Figure 1. Sizing map (run 1).
Scale bar: 20 µm.
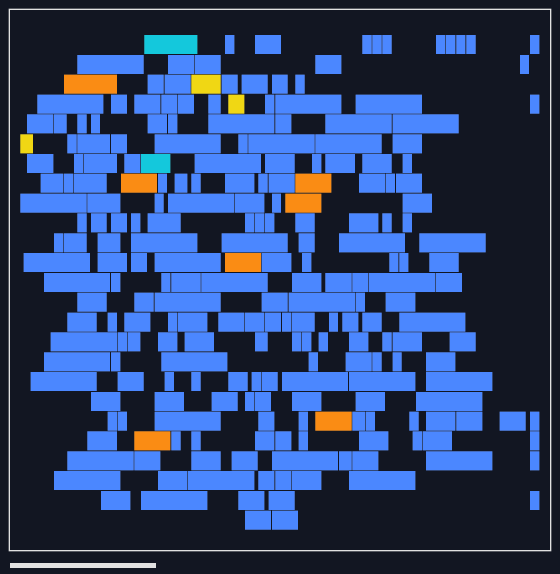
Figure 2. Clock routing (run 1).
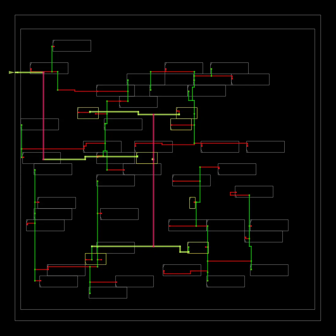
Figure 3. Placement by cell class (run 1).
Scale bar: 20 µm.
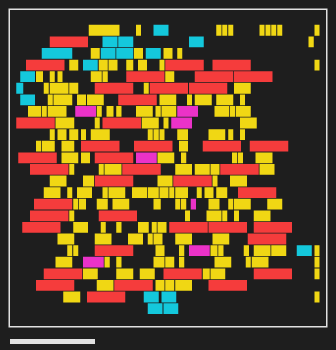
==> config.mk <==
export PLATFORM = sky130hd
export DESIGN_NAME = logic_func_unit
export DESIGN_NICKNAME = d
export VERILOG_FILES = /design/src/rtl/lfu_pkg.sv /design/src/rtl/lfu_table.sv /design/src/rtl/logic_func_unit.sv
export SDC_FILE = /design/constraint.sdc
export NUM_CORES = 1
export LEC_CHECK = 0
export CORE_UTILIZATION = 45
export CTS_CLUSTER_DIAMETER = 200
export DETAILED_ROUTE_END_ITERATION = 12
export GPL_TIMING_DRIVEN = 0
export HOLD_SLACK_MARGIN = 0.02
export MAX_ROUTING_LAYER = met4
export PLACE_DENSITY = 0.73
export REMOVE_ABC_BUFFERS = 1
export SLEW_MARGIN = 20
export SYNTH_ARGS = -nofsm -noshare
export SYNTH_HDL_FRONTEND = slang
export SYNTH_SLANG_ARGS = --single-unit
==> constraint.sdc <==
create_clock -name clk -period 3.7 [get_ports clk]
set_input_delay 0.925 -clock clk [delete_from_list [all_inputs] [get_ports clk]]
set_output_delay 0.925 -clock clk [all_outputs]
set_load 0.1 [all_outputs]
==> flow_summary.ini, run 1 <==
; flow metrics
[status]
status = finished, final reports clean

[worst_setup_path]
arrival_ps = 2510
cp_num_cells = 4
cp_top_family = buffers and inverters
required_ps = 2770
crit_chain = clkdlybuf4s50_1 > nand2b_1 > nor3_1 > clkdlybuf4s15_2
max_stage_delay_ps = 590
crit_fanout = 8
worstSetupPathType = primary input to output port

[clocking]
cts_hold_buf = 0
ctsResizeCount = 4
clock_latency_ps = 290
htreeDepth = 2
cts-root-buf = clkbuf_8
cts.clk_slew.worst_paths_ps = 70

[floorplan]
core_area_um2 = 4850
dieArea_um2 = 5490
fp.dieH_um = 74.1
io_pins = 33
tapCellCount = 67
die_w_um = 74.1

[pwr]
power_leader = sequential cells
power_mw = 0.926
p_per_area_nw_per_um2 = 365
combPwrFrac = 0.170
comb_cell_power_mw = 0.157
seq_cell_power_mw = 0.474

[drt]
via_count = 1505
routed.top_layer = met4
met2_wirelength_um = 2090
wl_met1_um = 2010
met3WireLength_um = 115
wire_per_inst_um = 14.1
drc_errors = 0
via_per_inst = 5.00
dr.pass1.iters = 4
ant_nets = 0

[final_layout]
regArea_um2 = 1030
final_cells = 301
largest_reg_flops = 32
largest_class = multi-input combinational cells
logic_gate_count = 167
buf_share = 0.0696
fin_util = 0.523
num-clock-buffers = 7
comb_area_share = 0.456
lay_top_count = nand2_1

[sta]
max_slew_margin = 0.310
tns_ps = 0
post-route-min-period_ps = 3430
min_period_over_period = 0.927
hold_violations = 0
slew_violations = 0

[grt]
grtUsageMet2 = 0.278
grt_pass1_wl_um = 7270
grt_usage = 0.186
antenna_found_initial = 0

[synthesis]
synthArstFlopShare = 1.00
syn-cell-area_um2 = 2340
yosysCellCount = 225
aoi_share = 0.0380
yosys_warnings = 0
xor_share = 0.0112
synth_seq_share = 0.439
yosysTopAreaCell = dfrtp_1
ys_sh_simple = 0.170
synth-main-ff-cell = dfrtp_1
ys_area_um2 = 2340
yosys-top-cells-count = nand2_1 (46), dfrtp_1 (41), mux2_1 (32)
top_cell = nand2_1
synth-edff-count = 0
topCellsByArea = dfrtp_1 (44%), mux2_1 (15%), nand2_1 (7.4%)
syn_inst = 225

[placement]
dpl.cell_count = 294
portBuffers = 16
place.gp.congestion = 0.834
post_dp_cell_area_um2 = 2450
hpwlAfterDp_um = 2990

[min_path]
hp-class = flop to flop
min_path_cells = 1

[job]
drv_cap = 0
Notes on Figure 1 above:
drive 3 to 4 -> cyan  # cells 2
drive 6 and up -> orange  # cells 7, most used clkbuf_8
drive 2 -> yellow  # cells 3
drive 1 or less -> blue  # cells 222, most used nand2_1
area delta synth->final: 8.34%
final worst slack: 268 ps
Repair and plain buffers: 17
design area: 2530 µm²

Notes on Figure 2 above:
clk sinks: 41
registers: 41
CTS buffer count: 5
worst clock skew: 6.47 ps
Clock net power: 0.295 mW

Notes on Figure 3 above:
clock drivers and dummy loads -> magenta  # cells 7
all other logic -> yellow  # cells 169
other buffers and delay cells -> cyan  # cells 17
flip-flops -> red  # cells 41
Seq/total area: 0.405
# rows: 25

==> inputs of run 2 (changes only) <==
--- a/config.mk
+++ b/config.mk
@@ -5,10 +5,11 @@
 export SDC_FILE = /design/constraint.sdc
 export NUM_CORES = 1
 export LEC_CHECK = 0
+export CAP_MARGIN = 15
 export CORE_UTILIZATION = 45
 export CTS_CLUSTER_DIAMETER = 200
 export DETAILED_ROUTE_END_ITERATION = 12
-export GPL_TIMING_DRIVEN = 0
+export GPL_TIMING_DRIVEN = 1
 export HOLD_SLACK_MARGIN = 0.02
 export MAX_ROUTING_LAYER = met4
 export PLACE_DENSITY = 0.73
Figure 4. Placement by cell class (run 2).
Scale bar: 20 µm.
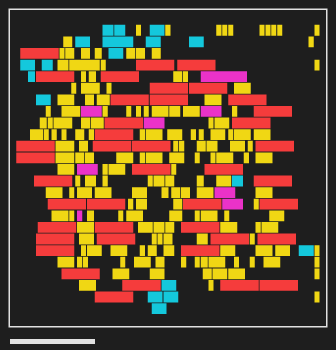
other buffers and delay cells -> cyan  # cells 18
clock drivers and dummy loads -> magenta  # cells 8
all other logic -> yellow  # cells 169
flip-flops -> red  # cells 41
Final Util: 0.529
Seq/total area: 0.400
design area: 2560 µm²
core area: 4850 µm²

==> run 2 against run 1 <==
Clock skew about the same. Flip-flop count unchanged. Via count down 1.0%. Setup slack better by 430 ps. Global-route usage down 0.75 points. Sequential share of layout area down 0.45 points. Synthesized area unchanged. Maximum frequency up 14%. First-iteration DRC count down 43%. Combinational power about the same. Clock power up 24%.
==> flow_summary.ini, run 2 <==
; flow metrics
[status]
status = finished, final reports clean

[clocking]
cts_hold_buf = 0
cts-root-buf = clkbuf_8
clock-sinks = 41
ctsResizeCount = 0
htreeDepth = 2
cts_max_path_buffers = 2
cts.clk_slew.worst_paths_ps = 70
cts_buffers = 5

[final_layout]
lay_top_count = nand2_1
n_all_buffers = 18
regArea_um2 = 1030
logic_gate_count = 167
final_cells = 303
largest_class = multi-input combinational cells
largest_reg_flops = 32
comb_area_share = 0.450
buf_share = 0.0683
num-clock-buffers = 7
final_layout_size_suffix_gt1_frac = 0.0678
nFlopsAndLatches = 41
area_growth_pct = 9.57

[pwr]
p_leak_nw = 1.26
seq_cell_power_mw = 0.473
comb_cell_power_mw = 0.155
power_leader = sequential cells
power_mw = 0.995
p_per_area_nw_per_um2 = 388
power_clock_mw = 0.367
p_sw_mw = 0.274

[worst_setup_path]
cp_top_family = buffers and inverters
arrival_ps = 2080
required_ps = 2770
max_stage_delay_ps = 410
crit_fanout = 2
worstSetupPathType = primary input to output port
cp_num_cells = 4
crit_chain = clkdlybuf4s50_1 > nand2b_1 > nor3_1 > buf_12

[drt]
ant_nets = 0
dr.pass1.iters = 4
via_count = 1490
routed.top_layer = met4
met3WireLength_um = 119
drc_errors = 0
wl_met1_um = 1940
met2_wirelength_um = 2030
via_per_inst = 4.92

[grt]
grt_pass1_wl_um = 7150
grt_usage = 0.179
grtUsageMet2 = 0.288

[floorplan]
num_rows = 25
tapCellCount = 67
fp_util = 0.483
dieArea_um2 = 5490

[job]
drv_cap = 0

[synthesis]
syn-cell-area_um2 = 2340
ys_sh_mux = 0.222
xor_share = 0.0112
synth_seq_share = 0.439
ys_sh_simple = 0.170
yosysTopAreaCell = dfrtp_1
synth-edff-count = 0
syn_inst = 225
yosys-top-cells-count = nand2_1 (46), dfrtp_1 (41), mux2_1 (32)
synth-main-ff-cell = dfrtp_1
aoi_share = 0.0380
synth_flops = 41
ys_area_um2 = 2340
yosys_warnings = 0
ys_types = 30
top_cell = nand2_1
avgSynthCellArea_um2 = 10.4
synthArstFlopShare = 1.00
yosysCellCount = 225

[min_path]
min_path_cells = 1
hp-class = flop to flop

[sta]
finClkSkew_ps = 6.73
post-route-min-period_ps = 3000
max_slew_margin = 0.358
min_period_over_period = 0.811
hold_violations = 0
slew_violations = 0
tns_ps = 0

[placement]
place.gp.congestion = 0.801
post_dp_cell_area_um2 = 2450
hpwlAfterDp_um = 2920
dpl.cell_count = 295
Figure 5. I/O pins on the die edge (run 2).
Pins as bars across the die edge, other pins in grey.
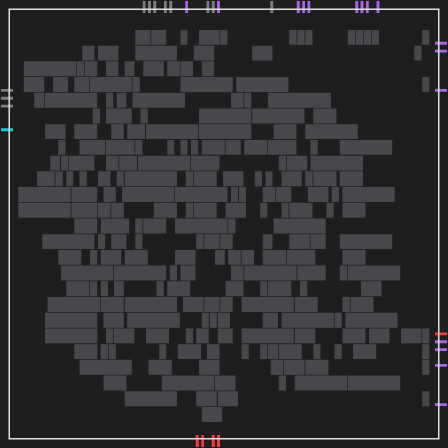
cfg_bit -> cyan  # pins 1, direction input, edge left
in_data -> red  # pins 5, direction input, edge 4 bottom, 1 right
cnt_ones -> purple  # pins 16, direction output, edge 9 top, 7 right
IO Port Bufs: 16
DIE HEIGHT: 74.1 µm
Die Wd: 74.1 µm

No activity file was given, so power comes from the tool's default toggle rates.
